File: src/rtl/sd_spi_pkg.sv
// Shared types and constants for the SD-card SPI master.
package sd_spi_pkg;

  localparam int DIV_W = 8;

  typedef enum logic [1:0] {
    IDLE     = 2'd0,
    SHIFT_LO = 2'd1,
    SHIFT_HI = 2'd2,
    FINISH   = 2'd3
  } spi_state_e;

  function automatic logic [7:0] shift_in(input logic [7:0] sh, input logic bit_in);
    return {sh[6:0], bit_in};
  endfunction

endpackage

File: src/rtl/sd_spi_master_clkdiv.sv
// SCK half-period counter: restarts on load, ticks at div_lat and reloads on every tick.
module sd_spi_clkdiv
  import sd_spi_pkg::*;
(
  input  logic             clk_sys,
  input  logic             reset_n,
  input  logic             load,
  input  logic [DIV_W-1:0] div_lat,
  output logic             tick
);

  logic [DIV_W-1:0] cnt_r;

  assign tick = (cnt_r == div_lat);

  // Half-period count, restarted by a transfer start or a phase change
  always_ff @(posedge clk_sys or negedge reset_n) begin
    if (!reset_n) begin
      cnt_r <= {DIV_W{1'b0}};
    end else if (load || tick) begin
      cnt_r <= {DIV_W{1'b0}};
    end else begin
      cnt_r <= cnt_r + {{(DIV_W-1){1'b0}}, 1'b1};
    end
  end

endmodule

File: src/rtl/sd_spi_master.sv
// SPI mode-0 byte master for SD cards with a write-buffered chip-select register.
// Build option: SD_SPI_LATE_SAMPLE_EN moves the MISO capture to the last clk_sys cycle of SCK high.
module sd_spi_master
  import sd_spi_pkg::*;
(
  input  logic             clk_sys,
  input  logic             reset_n,
  input  logic             start,
  input  logic [7:0]       tx_byte,
  input  logic [DIV_W-1:0] div,
  input  logic             cs_we,
  input  logic             cs_val,
  output logic             busy,
  output logic             done,
  output logic [7:0]       rx_byte,
  output logic             sd_cs0_n_o,
  output logic             sd_sclk_o,
  output logic             sd_mosi_o,
  input  logic             sd_miso_i
);

  spi_state_e       state_r;
  logic [7:0]       tx_sh_r;
  logic [7:0]       rx_sh_r;
  logic [7:0]       rx_r;
  logic [2:0]       bit_cnt_r;
  logic [DIV_W-1:0] div_r;
  logic             busy_r;
  logic             done_r;
  logic             sclk_r;
  logic             mosi_r;
  logic             cs_n_r;
  logic             pend_r;
  logic             pend_val_r;
  logic             accept_s;
  logic             tick_s;
  logic [7:0]       rx_cap_s;

  // A new byte may only be accepted while no byte is on the wire
  always_comb begin
    accept_s = 1'b0;
    if (start && ((state_r == IDLE) || (state_r == FINISH))) begin
      accept_s = 1'b1;
    end else begin
      accept_s = 1'b0;
    end
  end

  // Receive shift register with the current MISO bit appended
  always_comb begin
    rx_cap_s = shift_in(rx_sh_r, sd_miso_i);
  end

  sd_spi_clkdiv u_clkdiv (
    .clk_sys (clk_sys),
    .reset_n (reset_n),
    .load    (accept_s),
    .div_lat (div_r),
    .tick    (tick_s)
  );

  // Transfer sequencer; all outputs are registered here
  always_ff @(posedge clk_sys or negedge reset_n) begin
    if (!reset_n) begin
      state_r    <= IDLE;
      tx_sh_r    <= 8'h00;
      rx_sh_r    <= 8'h00;
      rx_r       <= 8'h00;
      bit_cnt_r  <= 3'd0;
      div_r      <= {DIV_W{1'b0}};
      busy_r     <= 1'b0;
      done_r     <= 1'b0;
      sclk_r     <= 1'b0;
      mosi_r     <= 1'b1;
      cs_n_r     <= 1'b1;
      pend_r     <= 1'b0;
      pend_val_r <= 1'b0;
    end else begin
      done_r <= 1'b0;
      case (state_r)
        IDLE, FINISH: begin
          if (cs_we) begin
            cs_n_r <= ~cs_val;
          end
          if (start) begin
            state_r   <= SHIFT_LO;
            tx_sh_r   <= tx_byte;
            div_r     <= div;
            mosi_r    <= tx_byte[7];
            bit_cnt_r <= 3'd0;
            busy_r    <= 1'b1;
          end else begin
            state_r <= IDLE;
            mosi_r  <= 1'b1;
          end
        end
        SHIFT_LO: begin
          if (cs_we) begin
            pend_r     <= 1'b1;
            pend_val_r <= cs_val;
          end
          if (tick_s) begin
            state_r <= SHIFT_HI;
            sclk_r  <= 1'b1;
`ifndef SD_SPI_LATE_SAMPLE_EN
            rx_sh_r <= rx_cap_s;
`endif
          end
        end
        SHIFT_HI: begin
          if (tick_s && (bit_cnt_r == 3'd7)) begin
            // Last bit: close the byte and release any buffered chip-select write
            state_r <= FINISH;
            sclk_r  <= 1'b0;
            busy_r  <= 1'b0;
            done_r  <= 1'b1;
            mosi_r  <= 1'b1;
`ifdef SD_SPI_LATE_SAMPLE_EN
            rx_sh_r <= rx_cap_s;
            rx_r    <= rx_cap_s;
`else
            rx_r    <= rx_sh_r;
`endif
            if (cs_we) begin
              cs_n_r <= ~cs_val;
            end else if (pend_r) begin
              cs_n_r <= ~pend_val_r;
            end
            pend_r <= 1'b0;
          end else begin
            if (cs_we) begin
              pend_r     <= 1'b1;
              pend_val_r <= cs_val;
            end
            if (tick_s) begin
              state_r   <= SHIFT_LO;
              sclk_r    <= 1'b0;
              bit_cnt_r <= bit_cnt_r + 3'd1;
              tx_sh_r   <= {tx_sh_r[6:0], 1'b0};
              mosi_r    <= tx_sh_r[6];
`ifdef SD_SPI_LATE_SAMPLE_EN
              rx_sh_r   <= rx_cap_s;
`endif
            end
          end
        end
        default: begin
          state_r <= IDLE;
          sclk_r  <= 1'b0;
          busy_r  <= 1'b0;
          mosi_r  <= 1'b1;
        end
      endcase
    end
  end

  assign busy       = busy_r;
  assign done       = done_r;
  assign rx_byte    = rx_r;
  assign sd_cs0_n_o = cs_n_r;
  assign sd_sclk_o  = sclk_r;
  assign sd_mosi_o  = mosi_r;

endmodule

File: config.mk
export PLATFORM = sky130hd
export DESIGN_NAME = sd_spi_master
export DESIGN_NICKNAME = d
export VERILOG_FILES = /design/src/rtl/sd_spi_pkg.sv /design/src/rtl/sd_spi_master_clkdiv.sv /design/src/rtl/sd_spi_master.sv
export SDC_FILE = /design/constraint.sdc
export NUM_CORES = 1
export LEC_CHECK = 0
export CORE_MARGIN = 2
export CORE_UTILIZATION = 54
export DETAILED_ROUTE_END_ITERATION = 10
export PLACE_DENSITY = 0.8
export SYNTH_ARGS = -nofsm -noshare
export SYNTH_HDL_FRONTEND = slang
export SYNTH_SLANG_ARGS = --single-unit
File: constraint.sdc
create_clock -name clk_sys -period 2.1 [get_ports clk_sys]
set_input_delay 0.42 -clock clk_sys [delete_from_list [all_inputs] [get_ports clk_sys]]
set_output_delay 0.42 -clock clk_sys [all_outputs]
set_load 0.03 [all_outputs]
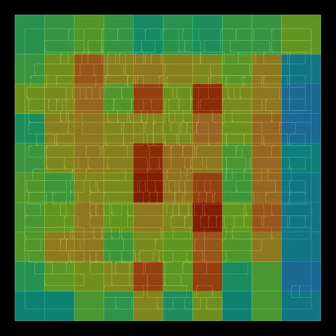
**Above:** congestion heat map.
met3 Use GR: 0.0506
average wire per cell in the routed design: 14.2 µm

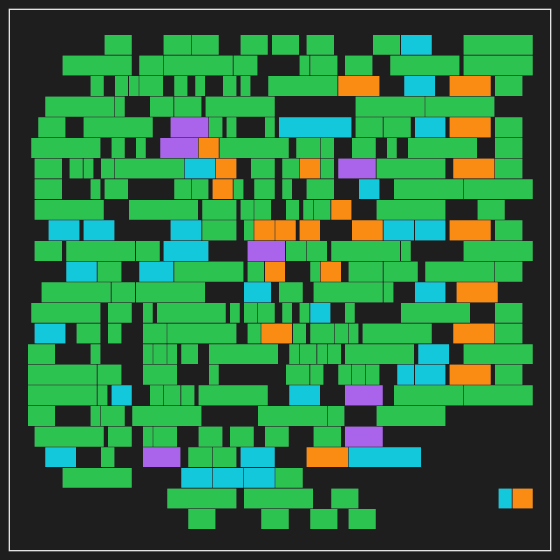
**Above:** cells by drive strength.
[drive 1 or less] green | cells: 189 | most used: dfrtp_1
[drive 6 and up] purple | cells: 7 | most used: clkbuf_8
[drive 3 to 4] orange | cells: 22 | most used: buf_4
[drive 2] cyan | cells: 30 | most used: mux2_2
PnR worst setup slack: 157 ps
Area Overhead vs Synth: 21.9%
number of non-clock buffers: 45
post-route design area: 0.00298 mm²

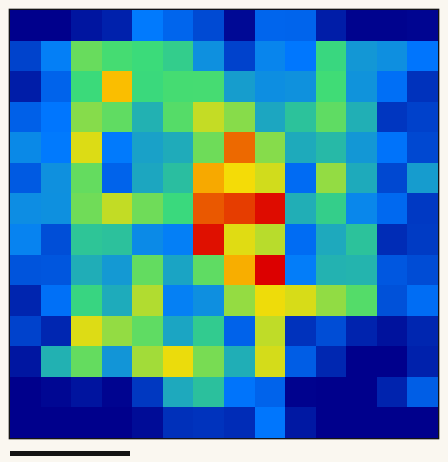
**Above:** signal metal coverage by tile.
The bar under the picture is 20 µm long. 14 x 14 tiles, from dark blue (low) to red (high), scaled to the fullest tile. Values are wire area over tile area, all layers added.
fullest tile: 0.40
emptiest ninth of the die: south-east
densest ninth of the die: center
global-route usage over all layers: 0.197
detailed-route via count: 1645
drt total wl: 4.25 mm

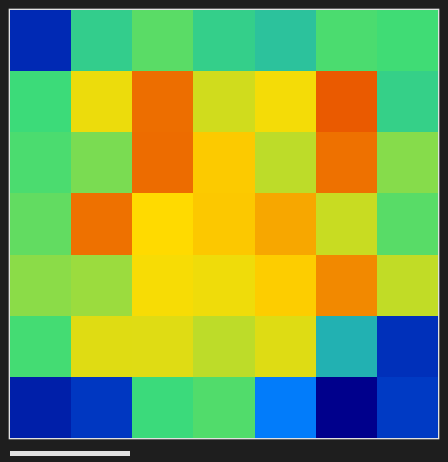
**Above:** cell density map.
The bar under the picture is 20 µm long. 7 x 7 tiles, from dark blue (low) to red (high), 0 to 100% covered.
emptiest ninth of the die: south-east
nearly empty tiles: 2.0%
fullest tile: 90%
mean over tiles: 57%
tiles over 75% full: 22%
densest ninth of the die: center

==> results.yml <==
# generated from flow reports
setup_path:
  cp.arrival_ps: 1520
  cpLargestDelayFamily: "buffers and inverters"
  timing.critical_path.from_type: "flop"
  setup.worst_path.class: "reg2out"
  timing.critical_path.required_ps: 1680
  critPathCaptureType: "output pin"
  reg2regPathDepth: 8
  timing.critical_path.fanout_max: 3
  rrSetupSlack_ps: 270
synth:
  yosys-stat-cells: 202
  synthTopCellsByCount: "49 x sky130_fd_sc_hd__dfrtp_1, 19 x sky130_fd_sc_hd__mux2_2, 17 x sky130_fd_sc_hd__nor2_1"
  synthTopCellsByArea: "sky130_fd_sc_hd__dfrtp_1 50%, sky130_fd_sc_hd__mux2_2 8.8%, sky130_fd_sc_hd__mux2_4 5.5%"
  netlist.top_cell.by_area: "sky130_fd_sc_hd__dfrtp_1"
  netlist-cell-type-count: 41
  netlist_instances: 202
  dominantRegCellSynth: "sky130_fd_sc_hd__dfrtp_1"
  edf_count: 0
grt:
  antenna_found_initial: 0
  via_count_of_the_first_global_routing_pass: 1724
die:
  chipArea_mm2: 0.00507
  design.portCount: 35
  num_rows: 24
  die.size.y_um: 71.2
  core_mm2: 0.00435
timing:
  hold_viol: 0
  setup-violations-final: 0
  tightestPinTransition_ps: 617
  maxSlewViolCount: 0
  relative_slew_margins: 0.588
  final.min_clock_period_ps: 1940
placed_design:
  globalplace.congestion: 0.765
  place_hpwl_mm: 3.03
  placed_cells_incl_taps: 292
layout:
  final_nets: 274
  final_layout_size_suffix_gt1_frac: 0.238
  ant_diodes: 0
pwr:
  pwr-share-comb: 0.309
  ir_worst_vdd_v: 0.000574
  power.net_switching_uw: 923
  power_frac_seq: 0.485
  cell_internal_pwr_uw: 2010
  netSwitchingFraction: 0.315
  lkg_pwr_uw: 0.00130
outcome:
  outcome: "finished, final reports clean"
clock_network:
  cts-buffers-inserted: 5
  clkSinkCount: 51
  cts_tree: "done"
  clk_pin_slew_ps: 80
  cts_resized: 0
  cts_max_path_buffers: 2
  post_cts_hold_buffer_count: 0
drt:
  drtIter0Drc: 103
  dr.pass1.iters: 4
worst_hold_path:
  hold_crit_path_type: "in2async"
==> worst min path at each step <==
stage	cells after the start	start	endpoint
6_report	2	reset_n	rx_byte[6]
5_1_grt	2	reset_n	rx_byte[7]
4_1_cts	2	reset_n	tx_sh_r[4]
3_5_place_dp	1	rx_sh_r[7]	rx_byte[7]
3_3_place_gp	1	rx_sh_r[7]	rx_byte[7]
2_1_floorplan	0	reset_n	bit_cnt_r[0]
==> cell families after synthesis <==
logic type      Yosys count  synth area share
compound gates           34            0.0912
simple gates             52             0.118
buf+inv                  15            0.0323
flops                    51             0.524
fa+ha+maj                 5            0.0256
xor+xnor                 14            0.0533
mux                      31             0.155
==> cells in the final DEF (no fill, tap or decap), types with 2 or more instances in the layout <==
master and n:
sky130_fd_sc_hd__a21oi_1 11, sky130_fd_sc_hd__and3_1 2, sky130_fd_sc_hd__and3_2 2, sky130_fd_sc_hd__and4_1 2, sky130_fd_sc_hd__buf_4 11, sky130_fd_sc_hd__clkbuf_8 7, sky130_fd_sc_hd__clkdlybuf4s50_1 33, sky130_fd_sc_hd__dfrtp_1 49
sky130_fd_sc_hd__dfstp_2 2, sky130_fd_sc_hd__ha_1 5, sky130_fd_sc_hd__inv_1 8, sky130_fd_sc_hd__mux2_2 19, sky130_fd_sc_hd__mux2_4 9, sky130_fd_sc_hd__mux2i_1 3, sky130_fd_sc_hd__nand2_1 7, sky130_fd_sc_hd__nand2b_1 3
sky130_fd_sc_hd__nand3_1 7, sky130_fd_sc_hd__nand4_2 2, sky130_fd_sc_hd__nor2_1 17, sky130_fd_sc_hd__nor2b_1 4, sky130_fd_sc_hd__o21ai_0 8, sky130_fd_sc_hd__o32ai_1 6, sky130_fd_sc_hd__xnor2_1 8, sky130_fd_sc_hd__xor2_1 5
==> stage by stage <==
step / utilization / cell area [µm²] / hold WS (ps) / total power (µW) / setup slack, ps
floorplan: - / 2440 / 124 / 2050 / 276
global placement: 0.660 / 2880 / 483 / 2310 / 227
detailed placement: 0.660 / 2880 / 490 / 2340 / 183
CTS: 0.683 / 2980 / 238 / 2950 / 144
global route: 0.683 / 2980 / 274 / 3120 / 109
finish: 0.683 / 2980 / 210 / 2930 / 157
==> routing by layer <==
layer	share of wire	global-route usage	wire [µm]
met5	0	0	0
met4	0.015	0.0797	64
met3	0.038	0.0506	160
met2	0.48	0.305	2030
met1	0.47	0.266	2000
==> registers in the layout, indices dropped and copies added, names as in the netlist <==
register	cells
u_clkdiv.cnt_r	8
sd_sclk_o	1
rx_byte	8
done	1
pend_val_r	1
busy	1
state_r	2
tx_sh_r	7
rx_sh_r	8
div_r	8
sd_mosi_o	1
bit_cnt_r	3
sd_cs0_n_o	1
pend_r	1
==> power by group through the flow <==
stage	logic, µW	clock network, µW	registers (µW)
5_1_grt	995	664	1460
3_5_place_dp	904	0	1440
6_report	904	605	1420
3_3_place_gp	880	0	1430
2_1_floorplan	590	0	1460
4_1_cts	909	626	1420
==> layout make-up <==
cell class                 count  area, µm²
timing repair buffer          45        418
clock buffer                   8        100
tap                           52       65.1
inverter                       8       30.0
multi-input combinational    136       1080
sequential                    51       1280
fill                         342       1380
No activity file was given, so power comes from the tool's default toggle rates.
